## config.mk

```make
export PLATFORM = sky130hd
export DESIGN_NAME = dsp_add_pipe
export DESIGN_NICKNAME = d
export VERILOG_FILES = /design/src/rtl/dsp_add_pipe_pkg.sv /design/src/rtl/dsp_add_stage.sv /design/src/rtl/dsp_add_pipe.sv
export SDC_FILE = /design/constraint.sdc
export NUM_CORES = 1
export LEC_CHECK = 0
export ABC_AREA = 1
export CAP_MARGIN = 20
export CORE_ASPECT_RATIO = 0.6
export CORE_MARGIN = 3
export CORE_UTILIZATION = 25
export CTS_BUF_LIST = sky130_fd_sc_hd__clkbuf_4 sky130_fd_sc_hd__clkbuf_8
export CTS_CLUSTER_SIZE = 14
export DETAILED_ROUTE_END_ITERATION = 8
export PLACE_DENSITY_LB_ADDON = 0.3
export SLEW_MARGIN = 20
export SYNTH_ARGS = -nofsm -noshare
export SYNTH_HDL_FRONTEND = slang
export SYNTH_SLANG_ARGS = --single-unit
```

## constraint.sdc

```tcl
create_clock -name clk -period 1.9 [get_ports clk]
set_clock_uncertainty 0.15 [all_clocks]
set_input_delay 0.19 -clock clk [delete_from_list [all_inputs] [get_ports clk]]
set_output_delay 0.19 -clock clk [all_outputs]
set_load 0.01 [all_outputs]
```

## src/rtl/dsp_add_pipe_pkg.sv

```systemverilog
// Shared ALU constants for the DSP add path: default operand width, the split
// point between the two pipeline stages, and the signed-overflow rule.
package dsp_add_pipe_pkg;

  // Default full operand/result width.
  localparam int unsigned DSP_ADD_WIDTH = 32;

  // Default width of the low slice added in stage 1.
  localparam int unsigned DSP_ADD_HALF  = 16;

  // Default width of the high slice added in stage 2.
  localparam int unsigned DSP_ADD_HI_W  = DSP_ADD_WIDTH - DSP_ADD_HALF;

  // Two's-complement overflow of an addition, from the operand sign bits and
  // the result sign bit. It is set when both operands have the same sign and
  // the result sign differs from it.
  function automatic logic add_ovf(input logic a_msb,
                                   input logic b_msb,
                                   input logic r_msb);
    return (a_msb == b_msb) && (r_msb != a_msb);
  endfunction

endpackage

```

## src/rtl/dsp_add_stage.sv

```systemverilog
// Registered slice adder. When load_i is high it captures a_i + b_i + cin_i
// (one bit wider than the slice); otherwise it holds the previous sum.
module dsp_add_stage
  import dsp_add_pipe_pkg::*;
#(
  parameter int unsigned W = DSP_ADD_HALF
) (
  input  logic         clk,
  input  logic         reset,
  input  logic         load_i,
  input  logic [W-1:0] a_i,
  input  logic [W-1:0] b_i,
  input  logic         cin_i,
  output logic [W-1:0] sum_o,
  output logic         cout_o
);

  logic [W:0] sum_d;
  logic [W:0] sum_q;

  // Slice add with the carry kept as the extra MSB.
  always_comb begin
    sum_d = {1'b0, a_i} + {1'b0, b_i} + {{W{1'b0}}, cin_i};
  end

  // Capture the sum on load; hold it otherwise; clear it on reset.
  always_ff @(posedge clk) begin
    if (reset) begin
      sum_q <= '0;
    end else if (load_i) begin
      sum_q <= sum_d;
    end
  end

  assign sum_o  = sum_q[W-1:0];
  assign cout_o = sum_q[W];

endmodule

```

## src/rtl/dsp_add_pipe.sv

```systemverilog
// Two-stage pipelined adder, computing out = input1 + input2 + carry_in.
// Stage 1 adds the low HALF bits and registers their carry. It also registers
// the upper operand slices. Stage 2 adds the upper slices with that carry and
// drives the outputs. Both sides use a valid/ready handshake. The design has no
// skid buffer, so in_ready depends combinationally on out_ready.
module dsp_add_pipe
  import dsp_add_pipe_pkg::*;
#(
  parameter int unsigned WIDTH = DSP_ADD_WIDTH,
  parameter int unsigned HALF  = DSP_ADD_HALF
) (
  input  logic             clk,
  input  logic             reset,
  input  logic             in_valid,
  output logic             in_ready,
  input  logic [WIDTH-1:0] input1,
  input  logic [WIDTH-1:0] input2,
  input  logic             carry_in,
  output logic             out_valid,
  input  logic             out_ready,
  output logic [WIDTH-1:0] out,
  output logic             carry_out,
  output logic             overflow
);

  localparam int unsigned HI_W = WIDTH - HALF;

  // Pipeline control.
  logic adv1;
  logic adv2;
  logic accept;
  logic load_s2;
  logic s1_v_d, s1_v_q;
  logic s2_v_d, s2_v_q;

  // Stage 1 payload: the low-half sum and carry live in the low adder stage.
  logic [HALF-1:0] s1_lo;
  logic            s1_c;
  logic [HI_W-1:0] s1_a_hi_d, s1_a_hi_q;
  logic [HI_W-1:0] s1_b_hi_d, s1_b_hi_q;

  // Stage 2 payload: the high-half sum and carry live in the high adder stage.
  logic [HI_W-1:0] s2_hi;
  logic            s2_c;
  logic [HALF-1:0] s2_lo_d, s2_lo_q;
  logic            s2_a_msb_d, s2_a_msb_q;
  logic            s2_b_msb_d, s2_b_msb_q;

  // Advance rules, and the next state of each stage valid flag.
  always_comb begin
    adv2    = ~s2_v_q | out_ready;
    adv1    = ~s1_v_q | adv2;
    accept  = in_valid & adv1;
    load_s2 = s1_v_q & adv2;

    s1_v_d = s1_v_q;
    if (adv1) begin
      s1_v_d = accept;
    end

    s2_v_d = s2_v_q;
    if (adv2) begin
      s2_v_d = s1_v_q;
    end
  end

  // Register both valid flags. Reset drops every beat that is in flight.
  always_ff @(posedge clk) begin
    if (reset) begin
      s1_v_q <= 1'b0;
      s2_v_q <= 1'b0;
    end else begin
      s1_v_q <= s1_v_d;
      s2_v_q <= s2_v_d;
    end
  end

  // Next value of the stage 1 upper operand slices: load on accept, hold otherwise.
  always_comb begin
    s1_a_hi_d = s1_a_hi_q;
    s1_b_hi_d = s1_b_hi_q;
    if (accept) begin
      s1_a_hi_d = input1[WIDTH-1:HALF];
      s1_b_hi_d = input2[WIDTH-1:HALF];
    end
  end

  // Register the stage 1 upper operand slices.
  always_ff @(posedge clk) begin
    if (reset) begin
      s1_a_hi_q <= '0;
      s1_b_hi_q <= '0;
    end else begin
      s1_a_hi_q <= s1_a_hi_d;
      s1_b_hi_q <= s1_b_hi_d;
    end
  end

  // Low slice: sum and carry are captured when a beat is accepted.
  dsp_add_stage #(
    .W (HALF)
  ) u_stage_lo (
    .clk    (clk),
    .reset  (reset),
    .load_i (accept),
    .a_i    (input1[HALF-1:0]),
    .b_i    (input2[HALF-1:0]),
    .cin_i  (carry_in),
    .sum_o  (s1_lo),
    .cout_o (s1_c)
  );

  // High slice: adds the registered upper slices and the registered low carry.
  dsp_add_stage #(
    .W (HI_W)
  ) u_stage_hi (
    .clk    (clk),
    .reset  (reset),
    .load_i (load_s2),
    .a_i    (s1_a_hi_q),
    .b_i    (s1_b_hi_q),
    .cin_i  (s1_c),
    .sum_o  (s2_hi),
    .cout_o (s2_c)
  );

  // Next value of the stage 2 low result and operand sign bits. They load
  // together with the high adder stage.
  always_comb begin
    s2_lo_d    = s2_lo_q;
    s2_a_msb_d = s2_a_msb_q;
    s2_b_msb_d = s2_b_msb_q;
    if (load_s2) begin
      s2_lo_d    = s1_lo;
      s2_a_msb_d = s1_a_hi_q[HI_W-1];
      s2_b_msb_d = s1_b_hi_q[HI_W-1];
    end
  end

  // Register the stage 2 low result and operand sign bits.
  always_ff @(posedge clk) begin
    if (reset) begin
      s2_lo_q    <= '0;
      s2_a_msb_q <= 1'b0;
      s2_b_msb_q <= 1'b0;
    end else begin
      s2_lo_q    <= s2_lo_d;
      s2_a_msb_q <= s2_a_msb_d;
      s2_b_msb_q <= s2_b_msb_d;
    end
  end

  // Outputs. overflow is decoded only from stage 2 registers, so it changes
  // on the same edges as out.
  assign in_ready  = adv1;
  assign out_valid = s2_v_q;
  assign out       = {s2_hi, s2_lo_q};
  assign carry_out = s2_c;
  assign overflow  = add_ovf(s2_a_msb_q, s2_b_msb_q, s2_hi[HI_W-1]);

endmodule

```

### Supply network, run 1

Scale bar: 50 microns. Pins as bars on the die edge.
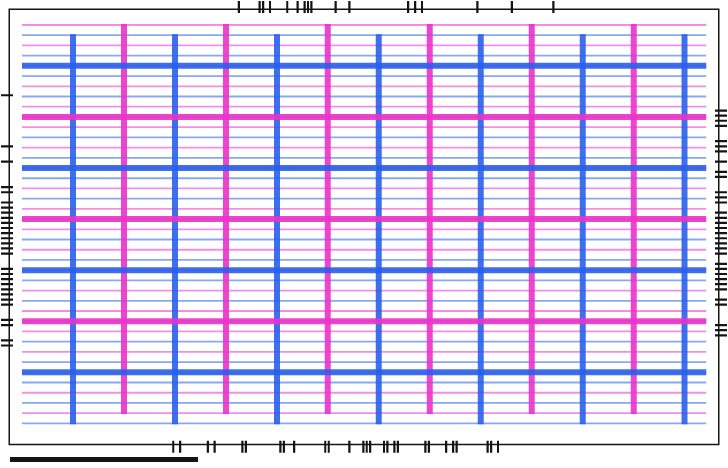
| colour | net |
|---|---|
| magenta | VDD |
| blue | VSS |
met4 straps: 13
signal pins: 105
met1 rails: 40
rows: 39
met5 straps: 7
Die Y: 116 microns
maximum VDD drop: 0.272 mV
Core ar.: 19300 sq um

### Placed cells, one colour a class, run 1

Scale bar: 50 microns.
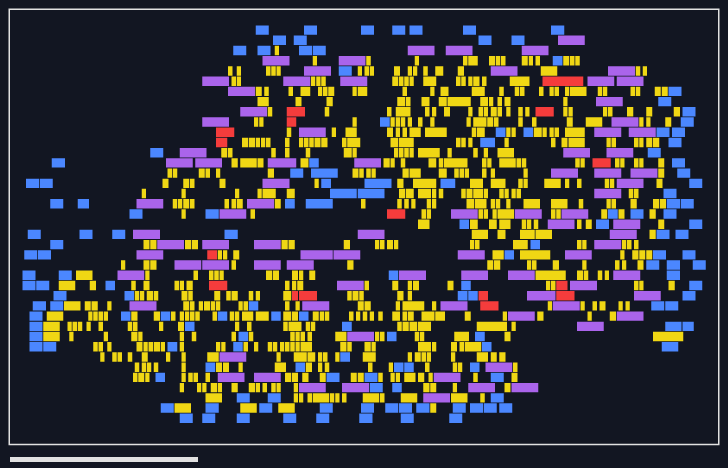
| colour | class | cells | share of their area |
|---|---|---|---|
| red | clock drivers and dummy loads | 16 | 3.0% |
| yellow | all other logic | 650 | 50% |
| purple | flip-flops | 86 | 26% |
| blue | other buffers and delay cells | 150 | 22% |

### Clock wires, drivers and flops, run 1

Scale bar: 50 microns.
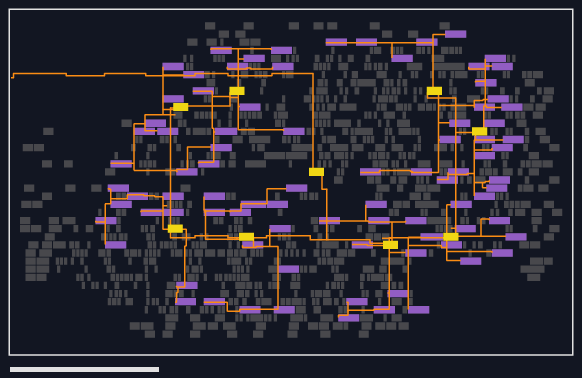
[purple] flip-flops | count: 86
[yellow] cells driving clock nets | count: 9
[orange] clock wires | length: 1360 microns
routed clock nets: 10

## run 1: Yosys cell counts
library cell / instances
nand2_1: 170
xor2_1: 6
nand3b_1: 1
nor3_1: 5
nand3_1: 37
or2_4: 1
inv_1: 116
xnor2_1: 4
a21oi_1: 47
buf_4: 2
nor2_1: 134
clkbuf_1: 12
and2_4: 1
buf_2: 6
fa_1: 4
nor3_2: 3
nand2_2: 5
ha_1: 30
nand3_2: 7
o21ai_2: 1
buf_6: 5
clkinv_1: 1
o21ai_0: 67
o211ai_1: 4
dfxtp_1: 86
nand4_1: 2
inv_2: 3
or2_1: 1
## run 1: tightest hold or removal path, stage by stage
cell and delay (ns):
dlymetal6s2s_1 0.10, fa_2 0.21, o21ai_0 0.09, nor2_1 0.08
==> impl_metrics.ini, run 1 <==
; synthesis and place-and-route metrics
[status]
outcome = complete, but fails checks
violations = setup timing

[timing]
rsz0062_at_grt = yes
finalSetupViolCount = 7
finalWorstSetupSlack_ns = -0.222
max_freq_ghz = 0.471
hold_viol_final = 0

[synthesis]
ys_cells = 761
synth_compound_gate_area_share_pct = 12.2
synth.avg_cell_area_sq_um = 6.57
simple_gate_share_pct = 30.5
syn_inst = 761
xor_area_share_pct = 1.75
top_area_share_pct = 34.5
largest_area_cell = dfxtp_1
ys_area_sq_um = 5000
top_logic_kind = simple AND/OR/NAND/NOR gates
synth-seq-area-share_pct = 34.5
synth_cell_types = 28
area_leaders = dfxtp_1 34%, nand2_1 13%, nor2_1 10%, inv_1 8.7%, ha_1 7.5%

[grt]
grt_use_met1_pct = 25.0
grt_use_total_pct = 15.1
grt_pass1_vias = 4549

[finish]
final_cell_mix = 148 x nand2_1, 134 x nor2_1, 116 x inv_1
comb_share_pct = 40.8
seq_area_sq_um = 1730
comb_cells = 530
n_all_buffers = 150
layout_top_cell = nand2_1
largest_cell_class = logic gates
nFlopsAndLatches = 86

[power]
clk-power_uw = 1340
power.switching_uw = 1560
power.density_nw_per_um2 = 676

[clock_network]
root_buffer = clkbuf_8
cts_tree = done
cts.htree.levels = 3
cts_sinks = 86
path_clk_slew_ns = 0.10
clock_latency_ns = 0.38
postCtsSetupBuffers = 1

[worst_setup_path]
critical_path.cell_chain = fa_2 -> fa_2 -> nand2_2 -> nand2_2 -> and2_4 -> nand2_2 -> nand2_2 -> xnor2_2 -> nand2_1 -> nand2_1 -> inv_1
r2r_setup_slack_ns = -0.22
rr_endpoint = u_stage_hi.sum_q[8]
crit_type = flop to flop
cpPeakStageDelay_ns = 0.40
required_ns = 2.04
crit_buf_inv = 1
cp_num_cells = 11
cp_max_fo = 3
critPathTopFamily = adder cells

[route]
drtPass1Iterations = 4
wl_microns = 16000
dr_total_vias = 4984
wl_per_cell_microns = 13.7
met2_wirelength_microns = 5250
ant_nets = 0
dr_wl_met3_microns = 1240
drt_iter0_drc = 366

[placement]
place_area_sq_um = 6630
dpl.hpwl_microns = 12300
io_buffers = 104
gp_congestion = 0.923

[job]
drv_cap = 0

[floorplan]
ioPinCount = 105
die_w_microns = 189
rows = 39
==> run 1 -> run 2 <==
Settings changed: ABC_AREA 1 to default, CORE_MARGIN 3 to default.
### Clock wires, drivers and flops, run 2

Scale bar: 50 microns.
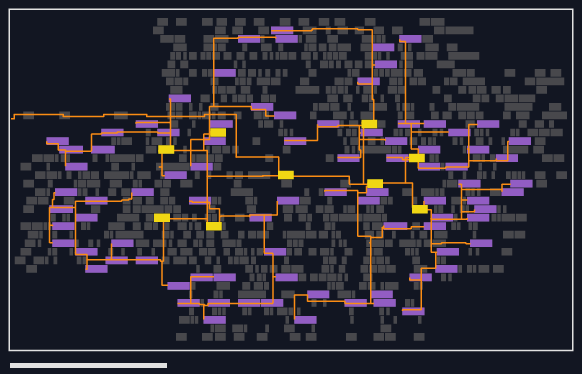
[purple] flip-flops | count: 86
[orange] clock wires | length: 1220 microns
[yellow] cells driving clock nets | count: 9
routed clock nets: 10
clk pwr: 1420 uW
Clock Latency Late Sink: 0.35 ns
clock group share of total power: 30.5%

==> run 2 against run 1 <==
The flow finishes with violations (DRC, setup timing). Non-clock buffer count is 66 higher. Utilization rose by 3.5 points. Die size fell by 11%. Design area grew 3.5%. Worst setup slack worse by 0.21 ns. Worst hold slack better by 0.0058 ns. Maximum frequency shrank 9.0%. Via count is 1.3% lower. Critical path type unchanged. Largest power group unchanged.
==> impl_metrics.ini, run 2 <==
; synthesis and place-and-route metrics
[status]
outcome = complete, but fails checks
violations = DRC, setup timing

[clock_network]
path_clk_slew_ns = 0.09
postCtsSetupBuffers = 3
root_buffer = clkbuf_8
cts_buffers = 9
cts_resized = 40
cts_sinks = 86
cts.path.max_buffers = 2
hold_buffers = 1
cts.htree.levels = 3
cts_tree = done

[synthesis]
synth_cell_types = 61
ys_area_sq_um = 4720
area_leaders = dfxtp_1 36%, nand2_1 11%, a21oi_1 9.6%, ha_1 7.9%, nor2_1 2.3%
top_cells_by_count = 143 x nand2_1, 91 x a21oi_1, 86 x dfxtp_1, 30 x ha_1, 29 x nor2_1
adder_share_pct = 9.64
syn_area_sq_um = 4720
synth.avg_cell_area_sq_um = 7.89
ys_sh_mux_pct = 0.212
ys_cells = 599
largest_area_cell = dfxtp_1
flop_cell = dfxtp_1
syn_inst = 599
xor_area_share_pct = 1.30
edf_count = 0
simple_gate_share_pct = 22.0
fp_nets = 702
synth-seq-area-share_pct = 36.4
top_cell = nand2_1
ys.flops = 86
ys_warn_count = 0
ys_async_sr_fraction_pct = 0
synth_compound_gate_area_share_pct = 26.4
top_logic_kind = AND-OR/OR-AND gates
top_area_share_pct = 36.4

[route]
dr_total_vias = 4919
met1_length_microns = 8380
wl_per_cell_microns = 14.5
via_per_inst = 4.73
wl_microns = 15100
met2_wirelength_microns = 5660
drcViolationCount = 14
dr_wl_met3_microns = 1060
ant_nets = 0
dr.max_layer_used = met4
drt_iter0_drc = 295
drtPass1Iterations = 7

[timing]
hold_ws_ns = 0.176
worst_pin_slew_ns = 0.350
hold_viol_final = 0
relSlewSlack_pct = 76.4
period_minus_slack_ns = 2.33
drv_slew = 0
finalSetupViolCount = 16
finalClockPeriodUsage_pct = 123
setup-tns-final_ns = -4.10
finalWorstSetupSlack_ns = -0.432
max_freq_ghz = 0.429
rsz0062_at_grt = yes

[worst_setup_path]
cp_max_fo = 3
slowest_stage = fa_2
critical_path.cell_chain = fa_2 -> fa_2 -> a211oi_4 -> o21ai_2 -> and4_4 -> o21a_1 -> a311o_1
cp-startpoint = s1_b_hi_q[0]
cp-start-kind = flop
crit_type = flop to flop
critPathCapture = u_stage_hi.sum_q[12]
cp.arrival_ns = 2.42
crit_path_frequent_cell = fa_2
required_ns = 1.99
crit_path_end_kind = flop
reg2regPathDepth = 7
rr_endpoint = u_stage_hi.sum_q[12]
r2r_setup_slack_ns = -0.43
worstReg2RegStart = s1_b_hi_q[0]
cpPeakStageDelay_ns = 0.41

[floorplan]
core_sq_um = 18300
die_w_microns = 179
fp_util_pct = 25.9
die_area_sq_um = 19500
ioPinCount = 105
rows = 38
chipHeight_microns = 108

[grt]
grt_start_max_net_pins = 53
gr-usage-met3_pct = 4.72
grt.overflow.total = 0
grt_pass1_vias = 4690
grt_pass1_wl_microns = 24800
top_usage_layer = met1
antenna_found_initial = 0
grt_use_met2_pct = 21.6
grt_use_total_pct = 16.0
grt_use_met1_pct = 24.9

[power]
leakage_uw = 0.00291
peakVddDrop_mv = 0.258
total_power_uw = 4660
power.density_nw_per_um2 = 639

[finish]
drive_gt1_share_pct = 24.1
area_delta_synth_final_pct = 54.4
stdcell_area_sq_um = 7290
top_regs = u_stage_hi.sum_q (17), u_stage_lo.sum_q (17)
num_antenna_cells = 0
fin_nets = 899
utilization_pct = 40.0
layout.cells.non_filler = 1040
layout_top_cell = nand2_1
final_cell_mix = 142 x nand2_1, 103 x buf_4, 95 x clkdlybuf4s50_1

[placement]
dp_slack_ns = -0.838
io_buffers = 104
placed_cells = 1017
place_area_sq_um = 6780
dpl.hpwl_microns = 11600
gp_congestion = 0.853

[worst_hold_path]
min_delay_worst_endpoint = u_stage_lo.sum_q[0]
min_path_type = input pin to flop
worstHoldStart = input1[0]
min_path_cells = 4

[job]
warning_count = 29
drv_cap = 0
-- run 2: area by class of cell --
class	count	area, sq um
clock inverter	4	72.6
timing repair buffer	216	1940
inverter	11	41.3
multi-input combinational	472	3070
clock buffer	11	139
sequential	86	1730
fill	1919	11000
tap	240	300
-- run 2: power by group --
part           switching (uW)  internal (uW)  leakage, uW  total, uW
registers                70.5           1910     0.000707       1980
logic                     601            658      0.00210       1260
clock network             661            762     0.000106       1420
total                    1330           3330      0.00291       4660
-- run 2: critical path: cells and delay by family (launching register included) --
| kind | cells | cell delay (ns) |
|---|---|---|
| fa+ha+maj | 2 | 0.81 |
| compound gates | 4 | 0.77 |
| simple gates | 1 | 0.17 |
| flops | 1 | 0.33 |
==> run 2 -> run 3 <==
--- a/config.mk
+++ b/config.mk
@@ -7,4 +7,4 @@
 export LEC_CHECK = 0
+export ABC_AREA = 1
 export CAP_MARGIN = 20
-export CORE_ASPECT_RATIO = 0.6
 export CORE_UTILIZATION = 25
--- a/constraint.sdc
+++ b/constraint.sdc
@@ -4,2 +4,2 @@
 set_output_delay 0.19 -clock clk [all_outputs]
-set_load 0.01 [all_outputs]
+set_load 0.05 [all_outputs]
### Placed cells, one colour a class, run 3

Scale bar: 50 microns.
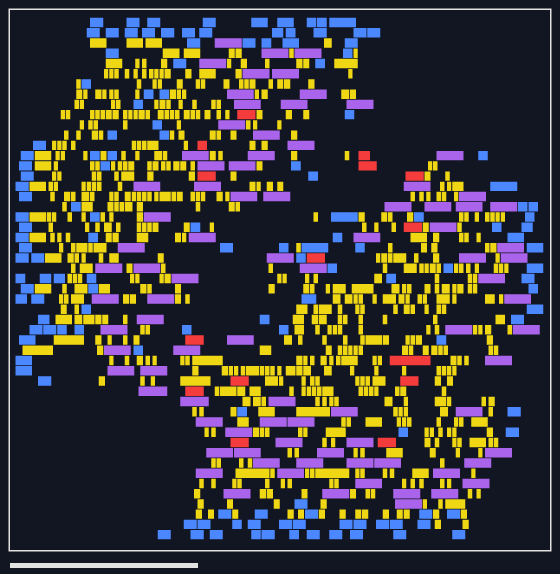
| colour | class | cells | share of their area |
|---|---|---|---|
| blue | other buffers and delay cells | 140 | 20% |
| yellow | all other logic | 650 | 50% |
| red | clock drivers and dummy loads | 15 | 3.2% |
| purple | flip-flops | 86 | 26% |
Core ar.: 19500 sq um
Final Instance Area: 6860 sq um
fin util: 35.1%

==> run 3 against run 2 <==
Wire length fell by 10%. Global-route usage is 1.9 points lower. The flow finishes with violations (setup timing). Maximum frequency increased by 11%. Synthesized cell count rose by 27%. Critical path depth increased by 4. Utilization shrank 4.8 points. Worst setup slack gained 0.24 ns. Sequential cell count is the same.
==> impl_metrics.ini, run 3 <==
; synthesis and place-and-route metrics
[status]
outcome = complete, but fails checks
violations = setup timing

[floorplan]
chipHeight_microns = 143
die_area_sq_um = 20600
ioPinCount = 105
fp_util_pct = 25.6

[clock_network]
clock_latency_ns = 0.37
root_buffer = clkbuf_8
cts_sinks = 86
postCtsSetupBuffers = 1
cts.htree.levels = 3
cts_tree = done

[route]
via_per_inst = 4.18
drt_iter0_drc = 141
drcViolationCount = 0
dr_wl_met3_microns = 614
wl_per_cell_microns = 11.7
met2_wirelength_microns = 6620

[timing]
finalSetupViolCount = 7
hold_ws_ns = 0.165
rsz0062_at_grt = yes
finalWorstSetupSlack_ns = -0.192
relSlewSlack_pct = 66.3
setup-tns-final_ns = -1.05
drv_slew = 0

[placement]
gp_congestion = 0.862
placed_cells = 1140
place_area_sq_um = 6510
dp_slack_ns = -0.473
dpl.hpwl_microns = 10600

[synthesis]
largest_area_cell = dfxtp_1
top_logic_kind = simple AND/OR/NAND/NOR gates
ys_cells = 761
synth_compound_gate_area_share_pct = 12.2
ys_area_sq_um = 5000
simple_gate_share_pct = 30.5
synth.avg_cell_area_sq_um = 6.57
top_cell = nand2_1
adder_share_pct = 9.11
synth-seq-area-share_pct = 34.5
syn_inst = 761
flop_cell = dfxtp_1

[worst_setup_path]
cp_max_fo = 3
cp_num_cells = 11
required_ns = 2.03
crit_type = flop to flop
cp-startpoint = s1_b_hi_q[0]
cp-start-kind = flop
critical_path.cell_chain = fa_2 -> fa_2 -> nand2_2 -> nand2_2 -> and2_4 -> nand2_2 -> nand2_2 -> xnor2_2 -> nand2_1 -> nand2_1 -> inv_1
rr_endpoint = u_stage_hi.sum_q[8]

[finish]
drive_gt1_share_pct = 14.3
fin_nets = 990
area_delta_synth_final_pct = 37.3

[job]
warning_count = 29

[grt]
grt_start_max_net_pins = 53
antenna_found_initial = 1
top_usage_layer = met2

[worst_hold_path]
min_path_cells = 4
worstHoldStart = input1[0]

[power]
clock_power_share_pct = 28.8
clk-power_uw = 1400
swShare_pct = 32.7
p_int_uw = 3280
power.switching_uw = 1590
run 3: netlist changes by cell type in the layout (fill, tap and decap cells not counted), moves of 10 or more:
| cell | change |
|---|---|
| nand3_1 | +12 |
| o21ai_0 | +53 |
| nor2_1 | +107 |
| inv_1 | +105 |
| nand2_2 | +17 |
| buf_4 | -50 |
| a21oi_1 | -38 |
| clkdlybuf4s50_1 | -29 |
| nand2_1 | +15 |
| nand3_2 | +10 |
run 3: area by class of cell:
type	count	area, sq um	area share, %
Clock inverter	2	38.8	0.565
Tap cell	265	332	4.83
Timing Repair Buffer	140	1330	19.4
Clock buffer	13	173	2.52
Sequential cell	86	1720	25.1
Inverter	120	450	6.57
Multi-Input combinational cell	530	2820	41.0

## Gallery

Placed standard cells.
shot_01.png
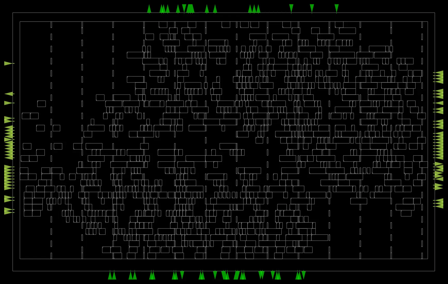
shot_02.png
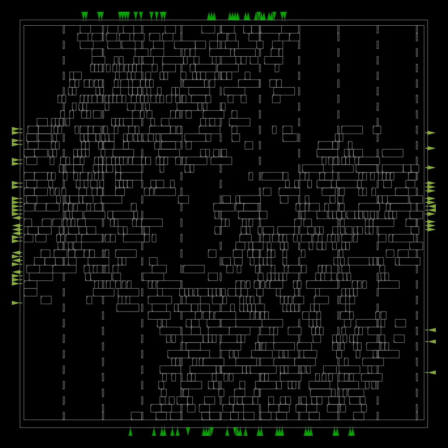
shot_03.png
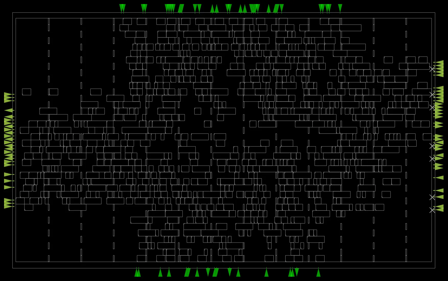
| picture | from |
|---|---|
| shot_03.png | run 2 |
| shot_01.png | run 1 |
| shot_02.png | run 3 |

Power is estimated from default activity; no workload was simulated.
